## src/rtl/alu_flag_branch_unit.sv

```systemverilog
// Registers ALU result flags (Z/N/C/V) and answers branch-condition queries
// over a valid/ready request with a held done/ack response (2-cycle latency).
module alu_flag_branch_unit #(
    parameter int WIDTH  = 32,
    parameter int COND_W = 3
) (
    input  logic              clk,
    input  logic              rst,
    input  logic              res_valid,
    input  logic [WIDTH-1:0]  res_data,
    input  logic              res_carry,
    input  logic              res_ovf,
    output logic [WIDTH-1:0]  result_q,
    output logic              zero,
    output logic              neg,
    output logic              carry,
    output logic              ovf,
    output logic              flags_vld,
    input  logic              br_valid,
    input  logic [COND_W-1:0] br_cond,
    output logic              br_ready,
    output logic              br_done,
    output logic              br_taken,
    output logic              br_err,
    input  logic              br_ack
);

    typedef enum logic [1:0] {S_IDLE, S_EVAL, S_RESP} state_t;

    localparam logic [COND_W-1:0] C_EQ  = COND_W'(0);
    localparam logic [COND_W-1:0] C_NE  = COND_W'(1);
    localparam logic [COND_W-1:0] C_LT  = COND_W'(2);
    localparam logic [COND_W-1:0] C_GE  = COND_W'(3);
    localparam logic [COND_W-1:0] C_LTU = COND_W'(4);
    localparam logic [COND_W-1:0] C_GEU = COND_W'(5);
    localparam logic [COND_W-1:0] C_AL  = COND_W'(6);

    state_t            state, state_nxt;
    logic [COND_W-1:0] snap_cond;
    logic              snap_z, snap_n, snap_c, snap_v, snap_vld;
    logic              accept;
    logic              eval_taken;

    // Flag updates win over queries so a snapshot never races a capture.
    assign br_ready = (state == S_IDLE) && !res_valid;
    assign accept   = br_valid && br_ready;

    always_ff @(posedge clk or posedge rst) begin
        if (rst) begin
            result_q  <= '0;
            zero      <= 1'b0;
            neg       <= 1'b0;
            carry     <= 1'b0;
            ovf       <= 1'b0;
            flags_vld <= 1'b0;
        end else if (res_valid) begin
            result_q  <= res_data;
            zero      <= ~|res_data;
            neg       <= res_data[WIDTH-1];
            carry     <= res_carry;
            ovf       <= res_ovf;
            flags_vld <= 1'b1;
        end
    end

    always_ff @(posedge clk or posedge rst) begin
        if (rst) begin
            state <= S_IDLE;
        end else begin
            state <= state_nxt;
        end
    end

    always_comb begin
        state_nxt = state;
        case (state)
            S_IDLE:  if (accept) state_nxt = S_EVAL;
            S_EVAL:  state_nxt = S_RESP;
            S_RESP:  if (br_ack) state_nxt = S_IDLE;
            default: state_nxt = S_IDLE;
        endcase
    end

    always_ff @(posedge clk or posedge rst) begin
        if (rst) begin
            snap_cond <= '0;
            snap_z    <= 1'b0;
            snap_n    <= 1'b0;
            snap_c    <= 1'b0;
            snap_v    <= 1'b0;
            snap_vld  <= 1'b0;
        end else if (accept) begin
            snap_cond <= br_cond;
            snap_z    <= zero;
            snap_n    <= neg;
            snap_c    <= carry;
            snap_v    <= ovf;
            snap_vld  <= flags_vld;
        end
    end

    always_comb begin
        eval_taken = 1'b0;
        case (snap_cond)
            C_EQ:    eval_taken = snap_z;
            C_NE:    eval_taken = ~snap_z;
            C_LT:    eval_taken = snap_n ^ snap_v;
            C_GE:    eval_taken = ~(snap_n ^ snap_v);
            C_LTU:   eval_taken = snap_c;
            C_GEU:   eval_taken = ~snap_c;
            C_AL:    eval_taken = 1'b1;
            default: eval_taken = 1'b0;
        endcase
    end

    // Response is latched on the EVAL->RESP edge and held until acknowledged.
    always_ff @(posedge clk or posedge rst) begin
        if (rst) begin
            br_done  <= 1'b0;
            br_taken <= 1'b0;
            br_err   <= 1'b0;
        end else if (state == S_EVAL) begin
            br_done  <= 1'b1;
            br_taken <= snap_vld & eval_taken;
            br_err   <= ~snap_vld;
        end else if (state == S_RESP && br_ack) begin
            br_done  <= 1'b0;
        end
    end

endmodule

```

## config.mk

```make
export PLATFORM = sky130hd
export DESIGN_NAME = alu_flag_branch_unit
export DESIGN_NICKNAME = d
export VERILOG_FILES = /design/src/rtl/alu_flag_branch_unit.sv
export SDC_FILE = /design/constraint.sdc
export NUM_CORES = 1
export LEC_CHECK = 0
export CORE_ASPECT_RATIO = 1.4
export CORE_MARGIN = 5
export CORE_UTILIZATION = 45
export CTS_BUF_LIST = sky130_fd_sc_hd__clkbuf_4 sky130_fd_sc_hd__clkbuf_8 sky130_fd_sc_hd__clkbuf_16
export DETAILED_ROUTE_END_ITERATION = 12
export GPL_ROUTABILITY_DRIVEN = 0
export PLACE_DENSITY = 0.84
export SLEW_MARGIN = 20
export SYNTH_ARGS = -nofsm -noshare
export SYNTH_HDL_FRONTEND = slang
export SYNTH_SLANG_ARGS = --single-unit
export TNS_END_PERCENT = 50
```

## constraint.sdc

```tcl
create_clock -name clk -period 4.5 [get_ports clk]
set_input_delay 0.9 -clock clk [delete_from_list [all_inputs] [get_ports clk]]
set_output_delay 0.9 -clock clk [all_outputs]
set_load 0.1 [all_outputs]
```

**Met1 routing**

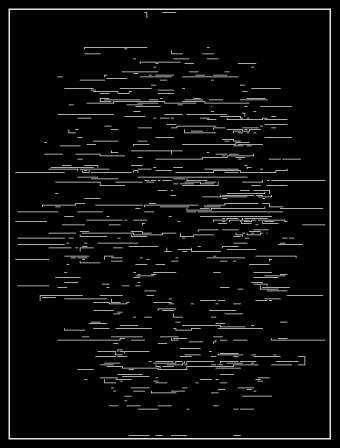
- main direction: horizontal
- share of all routed wire: 36%
- nets with wire on the layer: 238
- wire length on this layer: 1,640 um

**Metal 2**

The bar under the picture is 20 um long.
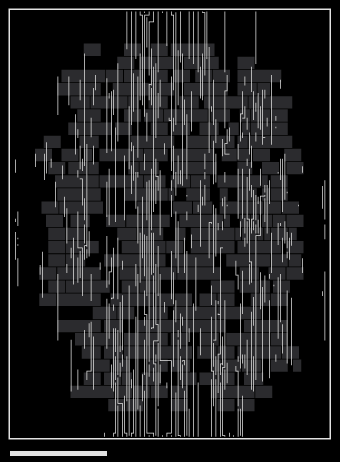
- main direction: vertical
- nets with wire on the layer: 250

==> flow_metrics.rpt <==
PHYSICAL IMPLEMENTATION REPORT
----------------------------------------------------
[STA]
  Worst hold margin ........................ 0.495 ns
  Final setup TNS ........................ 0 ns
  Highest clock rate ........................ 363 MHz
  Final period utilization ........................ 61.3%
  RSZ-0062 raised after global routing ........................ no

[Finish]
  Number of standard cells in the layout, taps in and fillers out ........................ 280
  Filler Cell Count ........................ 290
  Synthesis-to-finish area growth ........................ 48.5%

[Routing]
  Highest Signal Layer ........................ met4
  Via count ........................ 1,408
  Iteration count of the initial detailed-routing pass ........................ 4

[Pwr]
  Internal power consumption ........................ 797 uW
  Total chip power ........................ 1350 uW
  Clk pwr share ........................ 20.1%

[Yosys]
  Post-synth EDFFs ........................ 0
  Top-area cell share ........................ 62.0%
  Fraction of the mapped netlist area in compound gates ........................ 2.72%
  Basic Gates by Area ........................ 7.40%
  Cell area after technology mapping ........................ 1980 um2
  Post-Syn Instances ........................ 135
  Cell count listed in synth_stat.txt ........................ 135
  Sequential area share after synthesis ........................ 62.0%
  Top logic family ........................ multiplexers
  Cell Type Count ........................ 28

[Global route]
  Initial antenna violation count ........................ 0
  Vias in the first global route ........................ 1,565
  Met1 capacity usage during global routing ........................ 18.4%

[Worst setup path]
  Cell type of the slowest stage on the worst timing path ........................ sky130_fd_sc_hd__clkdlybuf4s50_1
  Crit. End Element ........................ primary output
  Slowest stage delay, CP ........................ 1.16 ns
  Critical-path cell list ........................ clkdlybuf4s50_1
  Worst Path Required ........................ 3.60 ns

[Clocking]
  TritonCTS clock tree ........................ yes
  Gates resized, CTS repair ........................ 0
  Clock network latency to the later pin of the worst-skew pair ........................ 0.30 ns
  CTS clock-pin slew for the worst setup and hold paths ........................ 0.09 ns
  # H-tree levels ........................ 2

[Die]
  CORE AREA ........................ 4240 um2
  Die Span X ........................ 66.0 um

[Run]
  Tool warnings ........................ 26

[Run status]
  Run status ........................ finished clean

[Min path]
  Hold worst-path end ........................ br_err$_DFFE_PP0P_

----------------------------------------------------
==> layout make-up <==
| type | count | area (um2) | area share, % |
|---|---|---|---|
| tap | 60 | 75.1 | 2.56 |
| multi-input combinational | 77 | 702 | 23.9 |
| sequential | 49 | 1230 | 41.7 |
| timing repair buffer | 83 | 821 | 27.9 |
| clock inverter | 1 | 5.00 | 0.170 |
| inverter | 3 | 12.5 | 0.426 |
| clock buffer | 7 | 96.3 | 3.28 |
==> per-stage QoR <==
| step | setup slack [ns] | utilization [%] | cell area (um2) |
|---|---|---|---|
| after floorplan | 0.553 | - | 1980 |
| after global placement | 1.79 | 66.9 | 2840 |
| after detailed placement | 1.74 | 66.9 | 2840 |
| after CTS | 1.72 | 69.3 | 2940 |
| after global routing | 1.68 | 69.3 | 2940 |
| final | 1.74 | 69.3 | 2940 |
Power figures rest on the tool's default switching activity, not on a simulated workload.
